<file path="src/rtl/sata_crc_pkg.sv">
// Shared constants and the CRC-32 step function for the SATA frame CRC.
package sata_crc_pkg;

    localparam int unsigned CRC_W = 32;

    localparam logic [CRC_W-1:0] CRC_INIT = 32'h5232_5032;
    localparam logic [CRC_W-1:0] CRC_POLY = 32'h04C1_1DB7;

    // One dword step: ((crc ^ data) * x^32) mod P, bit 31 entering first.
    // The loop unrolls into a flat XOR network at elaboration.
    function automatic logic [CRC_W-1:0] crc32_step(
        input logic [CRC_W-1:0] crc,
        input logic [CRC_W-1:0] data,
        input logic [CRC_W-1:0] poly = CRC_POLY
    );
        logic [CRC_W-1:0] c;
        c = crc ^ data;
        for (int i = 0; i < int'(CRC_W); i++) begin
            if (c[CRC_W-1]) begin
                c = (c << 1) ^ poly;
            end else begin
                c = c << 1;
            end
        end
        return c;
    endfunction

endpackage

</file>
<file path="src/rtl/sata_crc.sv">
// Running SATA CRC-32 over descrambled payload dwords, one dword per cycle.
module sata_crc
    import sata_crc_pkg::*;
#(
    parameter logic [31:0] C_CRC_INIT = CRC_INIT,
    parameter logic [31:0] C_CRC_POLY = CRC_POLY
) (
    input  logic        clk_75m,
    input  logic        rst_n,
    input  logic        crc_rst,
    input  logic        data_valid,
    input  logic [31:0] data_in,
    output logic [31:0] crc_out
);

    logic [31:0] crc_q;
    logic [31:0] crc_next_c;

    // Single-cycle parallel XOR network for the next register value.
    always_comb begin
        crc_next_c = crc32_step(crc_q, data_in, C_CRC_POLY);
    end

    // CRC register: frame-start clear wins over data, idle cycles hold.
    always_ff @(posedge clk_75m or negedge rst_n) begin
        if (!rst_n) begin
            crc_q <= C_CRC_INIT;
        end else if (crc_rst) begin
            crc_q <= C_CRC_INIT;
        end else if (data_valid) begin
            crc_q <= crc_next_c;
        end
    end

    assign crc_out = crc_q;

endmodule

</file>
<file path="config.mk">
export PLATFORM = sky130hd
export DESIGN_NAME = sata_crc
export DESIGN_NICKNAME = d
export VERILOG_FILES = /design/src/rtl/sata_crc_pkg.sv /design/src/rtl/sata_crc.sv
export SDC_FILE = /design/constraint.sdc
export NUM_CORES = 1
export LEC_CHECK = 0
export ABC_AREA = 1
export ABC_CLOCK_PERIOD_IN_PS = 7990
export CORE_ASPECT_RATIO = 1.2
export CORE_MARGIN = 5
export CORE_UTILIZATION = 45
export CTS_CLUSTER_SIZE = 40
export DETAILED_ROUTE_END_ITERATION = 6
export PLACE_DENSITY = 0.71
export SYNTH_ARGS = -nofsm -noshare
export SYNTH_HDL_FRONTEND = slang
export SYNTH_SLANG_ARGS = --single-unit
</file>
<file path="constraint.sdc">
create_clock -name clk_75m -period 7.99 [get_ports clk_75m]
set_input_delay 1.598 -clock clk_75m [delete_from_list [all_inputs] [get_ports clk_75m]]
set_output_delay 1.598 -clock clk_75m [all_outputs]
set_load 0.05 [all_outputs]
</file>
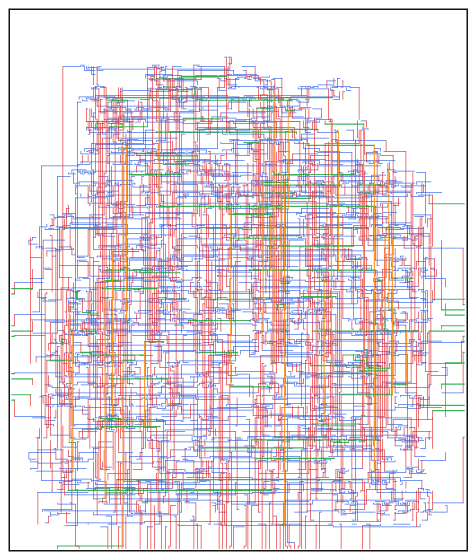
(wiring by layer)
legend:
  met4:
    colour: orange
    wire_length: 1,090 um
  met2:
    colour: red
    wire_length: 10,500 um
  met1:
    colour: blue
    wire_length: 9,230 um
  met3:
    colour: green
    wire_length: 1,370 um

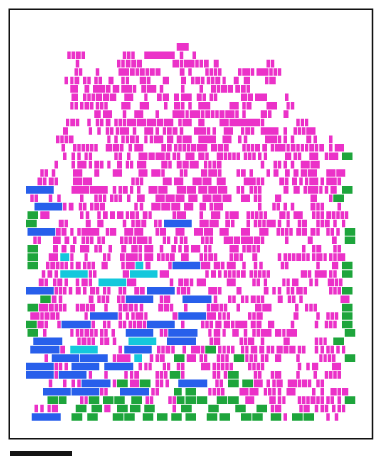
(cells coloured by class)
The bar under the picture is 20 um long.
legend:
  all other logic:
    colour: magenta
    cells: 1,076
  clock drivers and dummy loads:
    colour: cyan
    cells: 8
  flip-flops:
    colour: blue
    cells: 32
  other buffers and delay cells:
    colour: green
    cells: 70

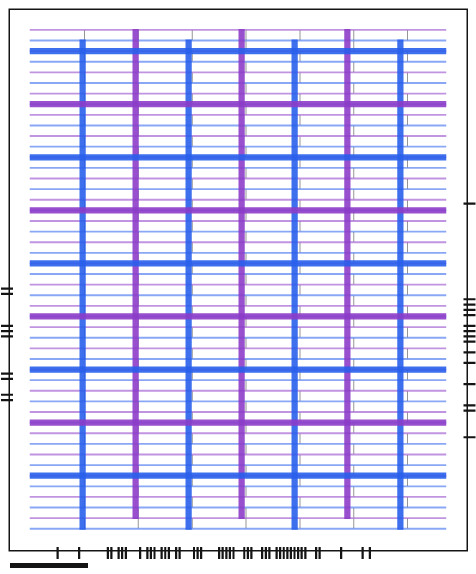
(supply network)
The bar under the picture is 20 um long. Pins as bars on the die edge. Tap cells in grey.
legend:
  VSS:
    colour: blue
  VDD:
    colour: purple
signal pins: 68
tap cells: 171
met1 rails: 48
met4 straps: 7

==> flow_summary.ini <==
; yosys + openroad results
[cells_and_area]
biggestCellCategory = logic gates
inv_count = 112
final_cell_mix = nand2_1, nand3_1, inv_1
clockBufferCount = 5

[die]
ios = 68

[cts]
clk_latency_ps = 280

[flow_run]
cap_violations = 0

[grt]
grtUsageMet2_pct = 45.5

[route]
dr.pass1.iters = 5
met2WireLength_um = 10500

[outcome]
outcome = finished clean

[sta]
worstMarginPinSlew_ps = 527
tns_ps = 0

[yosys]
yosysWarnings = 0
aoi_share_pct = 1.94
syn_area_mm2 = 0.00618
adder_share_pct = 0

[setup_path]
crit_buf_inv = 4

[placed_design]
gp_congestion = 0.983
dp_hpwl_um = 18500
